run_1/registers.png
The bar under the picture is 20 um long. Other sequential cells in the stronger gray, the rest of the logic in the fainter gray.
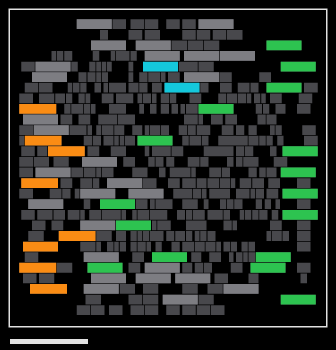
run_1/zoom.png
Window x 46 to 76, y 5 to 35 um. Cells in gray, sequential cells in the stronger gray; small squares are vias.
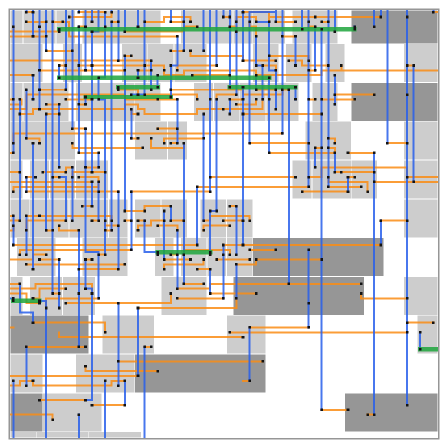
run_1/drive_strength.png
The bar under the picture is 20 um long.
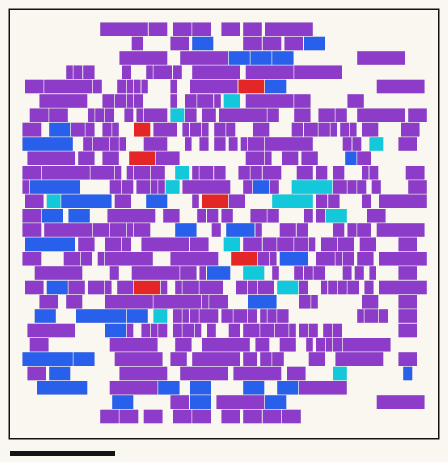
<file path="src/rtl/tx_rate_ctrl_if.sv">
// Configuration, burst-control and status signals of the TX symbol-rate divider.
interface tx_rate_ctrl_if #(
  parameter int CW = 8,
  parameter int LW = 16
);
  logic          cfg_valid;
  logic          cfg_ready;
  logic [CW-1:0] cfg_half;
  logic [LW-1:0] cfg_len;
  logic          start;
  logic          stop;
  logic          clk_out;
  logic          sym_tick;
  logic          busy;
  logic          done;
  logic [LW-1:0] tick_cnt;

  modport master (
    output cfg_valid, cfg_half, cfg_len, start, stop,
    input  cfg_ready, clk_out, sym_tick, busy, done, tick_cnt
  );

  modport slave (
    input  cfg_valid, cfg_half, cfg_len, start, stop,
    output cfg_ready, clk_out, sym_tick, busy, done, tick_cnt
  );
endinterface

</file>
<file path="src/rtl/tx_rate_ctrl.sv">
// Burst-oriented clock divider: emits a 50% duty clk_out of 2*(half+1) cycles and
// one sym_tick per rising edge, for cfg_len ticks or until stopped.
//
// state  | meaning
// IDLE   | waiting for start; configuration accepted here
// RUN    | dividing and counting symbol ticks
// FINISH | completing the current high phase, no further ticks
module tx_rate_ctrl #(
  parameter int CW       = 8,
  parameter int LW       = 16,
  parameter int DEF_HALF = 127
) (
  input  logic           clk,
  input  logic           rst,
  tx_rate_ctrl_if.slave  bus
);
  typedef enum logic [1:0] {S_IDLE, S_RUN, S_FINISH} state_t;

  state_t        state, state_n;
  logic [CW-1:0] cnt, cnt_n;
  logic [CW-1:0] half_reg, half_n;
  logic [LW-1:0] len_reg, len_n;
  logic [LW-1:0] tick_q, tick_n, tick_inc;
  logic          clk_out_q, clk_out_n;
  logic          sym_q, sym_n;
  logic          done_q, done_n;
  logic          wrap;

  always_ff @(posedge clk or negedge rst) begin
    if (!rst) begin
      state     <= S_IDLE;
      cnt       <= '0;
      half_reg  <= CW'(DEF_HALF);
      len_reg   <= '0;
      tick_q    <= '0;
      clk_out_q <= 1'b0;
      sym_q     <= 1'b0;
      done_q    <= 1'b0;
    end else begin
      state     <= state_n;
      cnt       <= cnt_n;
      half_reg  <= half_n;
      len_reg   <= len_n;
      tick_q    <= tick_n;
      clk_out_q <= clk_out_n;
      sym_q     <= sym_n;
      done_q    <= done_n;
    end
  end

  always_comb begin
    state_n   = state;
    cnt_n     = cnt;
    half_n    = half_reg;
    len_n     = len_reg;
    tick_n    = tick_q;
    clk_out_n = clk_out_q;
    sym_n     = 1'b0;
    done_n    = 1'b0;
    wrap      = (cnt == half_reg);
    tick_inc  = tick_q + LW'(1);

    case (state)
      S_IDLE: begin
        if (bus.cfg_valid) begin
          half_n = bus.cfg_half;
          len_n  = bus.cfg_len;
        end
        if (bus.start) begin
          state_n   = S_RUN;
          cnt_n     = '0;
          clk_out_n = 1'b0;
          tick_n    = '0;
        end
      end
      S_RUN: begin
        if (wrap) begin
          cnt_n     = '0;
          clk_out_n = ~clk_out_q;
          if (!clk_out_q) begin
            sym_n  = 1'b1;
            tick_n = tick_inc;
            if ((len_reg != '0) && (tick_inc == len_reg)) state_n = S_FINISH;
          end
        end else begin
          cnt_n = cnt + CW'(1);
        end
        if (bus.stop) state_n = S_FINISH;
      end
      S_FINISH: begin
        // Leaving only once low means a 0->1 toggle can never happen here.
        if (!clk_out_q) begin
          state_n = S_IDLE;
          done_n  = 1'b1;
          cnt_n   = '0;
        end else if (wrap) begin
          cnt_n     = '0;
          clk_out_n = 1'b0;
        end else begin
          cnt_n = cnt + CW'(1);
        end
      end
      default: state_n = S_IDLE;
    endcase
  end

  assign bus.cfg_ready = (state == S_IDLE);
  assign bus.busy      = (state != S_IDLE);
  assign bus.clk_out   = clk_out_q;
  assign bus.sym_tick  = sym_q;
  assign bus.done      = done_q;
  assign bus.tick_cnt  = tick_q;
endmodule

</file>
<file path="src/flat_wrapper.sv">
// flat-port wrapper written by rule: the top's interface ports become plain ports
module tx_rate_ctrl_flat 
#(
  parameter int CW       = 8,
  parameter int LW       = 16,
  parameter int DEF_HALF = 127
)
  (clk, rst, bus_cfg_valid, bus_cfg_half, bus_cfg_len, bus_start, bus_stop, bus_cfg_ready, bus_clk_out, bus_sym_tick, bus_busy, bus_done, bus_tick_cnt);
  tx_rate_ctrl_if #(.CW(CW), .LW(LW)) bus_i ();
  input  logic clk;
  input  logic rst;
  input wire logic [$bits(bus_i.cfg_valid)-1:0] bus_cfg_valid;
  input wire logic [$bits(bus_i.cfg_half)-1:0] bus_cfg_half;
  input wire logic [$bits(bus_i.cfg_len)-1:0] bus_cfg_len;
  input wire logic [$bits(bus_i.start)-1:0] bus_start;
  input wire logic [$bits(bus_i.stop)-1:0] bus_stop;
  output wire logic [$bits(bus_i.cfg_ready)-1:0] bus_cfg_ready;
  output wire logic [$bits(bus_i.clk_out)-1:0] bus_clk_out;
  output wire logic [$bits(bus_i.sym_tick)-1:0] bus_sym_tick;
  output wire logic [$bits(bus_i.busy)-1:0] bus_busy;
  output wire logic [$bits(bus_i.done)-1:0] bus_done;
  output wire logic [$bits(bus_i.tick_cnt)-1:0] bus_tick_cnt;
  assign bus_i.cfg_valid = bus_cfg_valid;
  assign bus_i.cfg_half = bus_cfg_half;
  assign bus_i.cfg_len = bus_cfg_len;
  assign bus_i.start = bus_start;
  assign bus_i.stop = bus_stop;
  assign bus_cfg_ready = bus_i.cfg_ready;
  assign bus_clk_out = bus_i.clk_out;
  assign bus_sym_tick = bus_i.sym_tick;
  assign bus_busy = bus_i.busy;
  assign bus_done = bus_i.done;
  assign bus_tick_cnt = bus_i.tick_cnt;
  tx_rate_ctrl #(.CW(CW), .LW(LW), .DEF_HALF(DEF_HALF)) u_core (.clk(clk), .rst(rst), .bus(bus_i));
endmodule
</file>
<file path="config.mk">
export PLATFORM = sky130hd
export DESIGN_NAME = tx_rate_ctrl_flat
export DESIGN_NICKNAME = d
export VERILOG_FILES = /design/src/rtl/tx_rate_ctrl_if.sv /design/src/rtl/tx_rate_ctrl.sv /design/src/flat_wrapper.sv
export SDC_FILE = /design/constraint.sdc
export NUM_CORES = 1
export LEC_CHECK = 0
export CAP_MARGIN = 40
export CORE_MARGIN = 2
export CORE_UTILIZATION = 54
export CTS_CLUSTER_SIZE = 10
export DETAILED_ROUTE_END_ITERATION = 8
export PLACE_DENSITY = 0.8
export SLEW_MARGIN = 40
export SYNTH_ARGS = -nofsm -noshare
export SYNTH_HDL_FRONTEND = slang
export SYNTH_SLANG_ARGS = --single-unit
</file>
<file path="constraint.sdc">
create_clock -name clk -period 3.1 [get_ports clk]
set_input_delay 0.62 -clock clk [delete_from_list [all_inputs] [get_ports clk]]
set_output_delay 0.62 -clock clk [all_outputs]
set_load 0.01 [all_outputs]
</file>
==> impl_metrics.yaml, run 1 <==
# physical design summary
status:
  outcome: "completed"
power:
  comb_power_share_pct: 42.7
  p_leak_nw: 1.59
  total_power_mw: 2.93
  p_comb_mw: 1.25
cells_and_area:
  layout.non_clock_inverters: 7
  ff_count: 53
  clkbuf_count: 5
  drive_gt1_share_pct: 15.5
  seq_area_sq_mm: 0.00134
  clk_share_pct: 2.47
  final_cell_area_sq_mm: 0.00385
  comb_area_share_pct: 45.8
  sh_seq_area_pct: 34.7
  comb_area_sq_mm: 0.00176
  lay_top_cells: "48 x clkdlybuf4s50_1, 46 x dfrtp_1, 32 x nand2_1"
routing:
  viasPerCell: 5.96
  topRoutingLayerUsed: "met4"
  drc: 0
  ant_nets: 0
  drt_iter0_markers: 230
  dr_wl_met2_mm: 3.65
  dr_wl_met3_um: 293
  wl_met1_mm: 3.24
  drt_wl_total_mm: 7.24
floorplanning:
  io-pin-count: 50
  die_y_um: 81.2
  chip_area_sq_mm: 0.00659
clock_network:
  worstSkewPairLatency_ns: 0.31
  ctsHoldBuffers: 0
placement:
  numPortBuffers: 49
  dp_hpwl_mm: 5.35
synth:
  ys_top_logic_family: "simple AND/OR/NAND/NOR gates"
  synthXorXnorAreaFrac_pct: 6.54
  synth_chip_area_sq_mm: 0.00322
  fp_nets: 363
  ff_type: "dfrtp_1"
  numSynthFlops: 53
  synth_area_sq_mm: 0.00322
  synthCells: 328
  top_area_cell: "dfrtp_1"
  async_flop_share_pct: 100
  postSynthSeqShare_pct: 41.5
timing:
  fin_skew_ns: 0.00815
  slew_headroom_pct: 50.5
  hold_slack_ns: 0.231
  timing.fmax_mhz: 362
critical_path:
  crit_top_cell: "a21o_1"
  cp.depth: 7
  cp-startpoint: "u_core.half_reg[4]"
global_routing:
  use_met1_pct: 29.5
  grt_use_total_pct: 23.5
  met3_usage_pct: 3.78
  grt_pass1_wl_mm: 11.9
  globalRoute.totalOverflow: 0
job:
  warning_count: 29
-- registers.png (at the start) --
netlist name	color	placed flops
`u_core.state`	cyan	2
`u_core.half_reg`	orange	8
`u_core.bus.tick_cnt`	green	16
not colored	27

-- zoom.png (at the start) --
layer	color
met1	orange
met3	green
met2	blue
netlist names of flops here include	`u_core.bus.tick_cnt` (5), `u_core.len_reg` (2)
most frequent	nand2_1 (8), dfrtp_1 (7), clkdlybuf4s50_1 (6)
sequential cells in the window	7
cells with their middle in the window	69

-- drive_strength.png (at the start) --
size	color	cells	share
drive 1 or less	purple	315	84%
drive 6 and up	red	6	1.6%
drive 2	blue	38	10%
drive 3 to 4	cyan	14	3.8%

--- run 2 (diff from run 1) ---
--- a/config.mk
+++ b/config.mk
@@ -11,7 +11,7 @@
 export CTS_CLUSTER_SIZE = 10
 export DETAILED_ROUTE_END_ITERATION = 8
 export PLACE_DENSITY = 0.8
-export SLEW_MARGIN = 40
+export SLEW_MARGIN = 5
 export SYNTH_ARGS = -nofsm -noshare
 export SYNTH_HDL_FRONTEND = slang
 export SYNTH_SLANG_ARGS = --single-unit
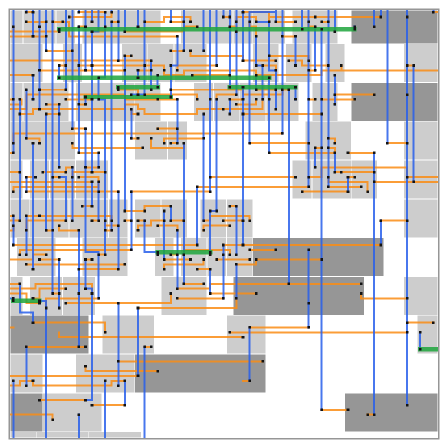
run_2/zoom.png
Window x 46 to 76, y 5 to 35 um. Cells in gray, sequential cells in the stronger gray; small squares are vias.

==> run 2 against run 1 <==
  * Highest routed layer unchanged
  * Sequential power hardly changed
  * Hold slack stayed put
  * Synthesized area stayed put
  * Largest cell class unchanged
  * Critical path depth stayed put
  * Largest power group unchanged
  * Worst setup slack stayed put
  * Clock power hardly changed
==> impl_metrics.yaml, run 2 <==
# physical design summary
clock_network:
  worstSkewPairLatency_ns: 0.31
  ctsHoldBuffers: 0
  htreeDepth: 2
cells_and_area:
  ff_count: 53
  comb_area_share_pct: 45.8
  comb_area_sq_mm: 0.00176
  clk_share_pct: 2.47
  top_area_cell_class: "multi-input combinational cells"
  drive_gt1_share_pct: 15.5
  sh_seq_area_pct: 34.7
  seq_area_sq_mm: 0.00134
  layout.non_clock_inverters: 7
  clkbuf_count: 5
critical_path:
  cp.depth: 7
  required_ns: 3.35
  cp-startpoint: "u_core.half_reg[4]"
  crit_top_cell: "a21o_1"
synth:
  postSynthSeqShare_pct: 41.5
  synthXorXnorAreaFrac_pct: 6.54
  numSynthFlops: 53
  ff_type: "dfrtp_1"
  synth_area_sq_mm: 0.00322
  fp_nets: 363
  top_area_cell: "dfrtp_1"
  ys_top_logic_family: "simple AND/OR/NAND/NOR gates"
  async_flop_share_pct: 100
  synth_chip_area_sq_mm: 0.00322
timing:
  timing.fmax_mhz: 362
  setup_slack_ns: 0.341
  slew_headroom_pct: 50.5
  hold_slack_ns: 0.231
placement:
  placed_cell_area_sq_mm: 0.00375
  dp_hpwl_mm: 5.35
power:
  comb_power_share_pct: 42.7
  p_leak_nw: 1.59
status:
  outcome: "completed"
global_routing:
  grt_use_total_pct: 23.5
  grt_antenna_before_repair: 0
  grt_pass1_wl_mm: 11.9
  met3_usage_pct: 3.78
  globalRoute.totalOverflow: 0
routing:
  dr_wl_met3_um: 293
  drt_iter0_markers: 230
  drc: 0
  viasPerCell: 5.96
  drt_wl_total_mm: 7.24
  wl_met1_mm: 3.24
  topRoutingLayerUsed: "met4"
  dr_wl_met2_mm: 3.65
floorplanning:
  die_y_um: 81.2
  chip_area_sq_mm: 0.00659
  io-pin-count: 50
job:
  warning_count: 29
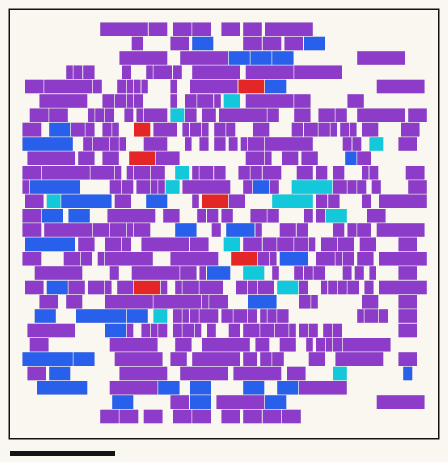
run_2/drive_strength.png
The bar under the picture is 20 um long.
Syn-to-layout area delta: 19.7%
count of non-CTS buffers in the layout: 56
fin area: 0.00385 sq mm

--- run 3 (diff from run 2) ---
--- a/config.mk
+++ b/config.mk
@@ -5,6 +5,7 @@
 export SDC_FILE = /design/constraint.sdc
 export NUM_CORES = 1
 export LEC_CHECK = 0
+export ABC_CLOCK_PERIOD_IN_PS = 3100
 export CAP_MARGIN = 40
 export CORE_MARGIN = 2
 export CORE_UTILIZATION = 54
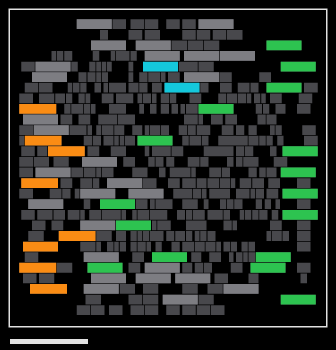
run_3/registers.png
The bar under the picture is 20 um long. Other sequential cells in the stronger gray, the rest of the logic in the fainter gray.
P_seq: 1.27 mW
flop share of the area: 34.7%
FF/Latch Area: 0.00134 sq mm
final core occ: 65.8%

==> run 3 against run 2 <==
  * Power is the same
  * Register-to-register slack is essentially flat
  * Count of clock-buffer cells in the layout is the same
  * Synthesized cell count is the same
  * Critical path type unchanged
  * Largest power group unchanged
  * Highest routed layer unchanged
==> impl_metrics.yaml, run 3 <==
# physical design summary
status:
  outcome: "completed"
global_routing:
  globalRoute.totalOverflow: 0
  grt_pass1_wl_mm: 11.9
  met3_usage_pct: 3.78
floorplanning:
  die_y_um: 81.2
  io-pin-count: 50
synth:
  synthCells: 328
  top_area_cell: "dfrtp_1"
  postSynthSeqShare_pct: 41.5
  fp_nets: 363
  ff_type: "dfrtp_1"
  synth_chip_area_sq_mm: 0.00322
  ys_top_logic_family: "simple AND/OR/NAND/NOR gates"
  synthXorXnorAreaFrac_pct: 6.54
  numSynthFlops: 53
timing:
  slew_headroom_pct: 50.5
  timing.fmax_mhz: 362
  setup_slack_ns: 0.341
critical_path:
  cp.depth: 7
  required_ns: 3.35
  cp-startpoint: "u_core.half_reg[4]"
cells_and_area:
  comb_area_sq_mm: 0.00176
  comb_area_share_pct: 45.8
  signal_buffers: 56
  clkbuf_count: 5
  layout.non_clock_inverters: 7
  clk_share_pct: 2.47
  final_cell_area_sq_mm: 0.00385
  syn_to_final_growth_pct: 19.7
clock_network:
  htreeDepth: 2
  ctsHoldBuffers: 0
routing:
  topRoutingLayerUsed: "met4"
  wl_met1_mm: 3.24
  drc: 0
  viasPerCell: 5.96
  dr_wl_met3_um: 293
  ant_nets: 0
  drt_wl_total_mm: 7.24
job:
  warning_count: 29
placement:
  dp_hpwl_mm: 5.35
  numPortBuffers: 49
  placed_cell_area_sq_mm: 0.00375
power:
  total_power_mw: 2.93
  comb_power_share_pct: 42.7
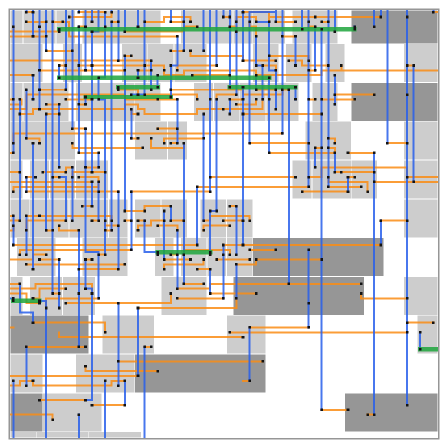
run_3/zoom.png
Window x 46 to 76, y 5 to 35 um. Cells in gray, sequential cells in the stronger gray; small squares are vias.
layer	color
met2	blue
met3	green
met1	orange
sequential cells in the window	7
cells with their middle in the window	69
netlist names of flops here include	`u_core.bus.tick_cnt` (5), `u_core.len_reg` (2)
most frequent	nand2_1 (8), dfrtp_1 (7), clkdlybuf4s50_1 (6)

No activity file was given, so power comes from the tool's default toggle rates.
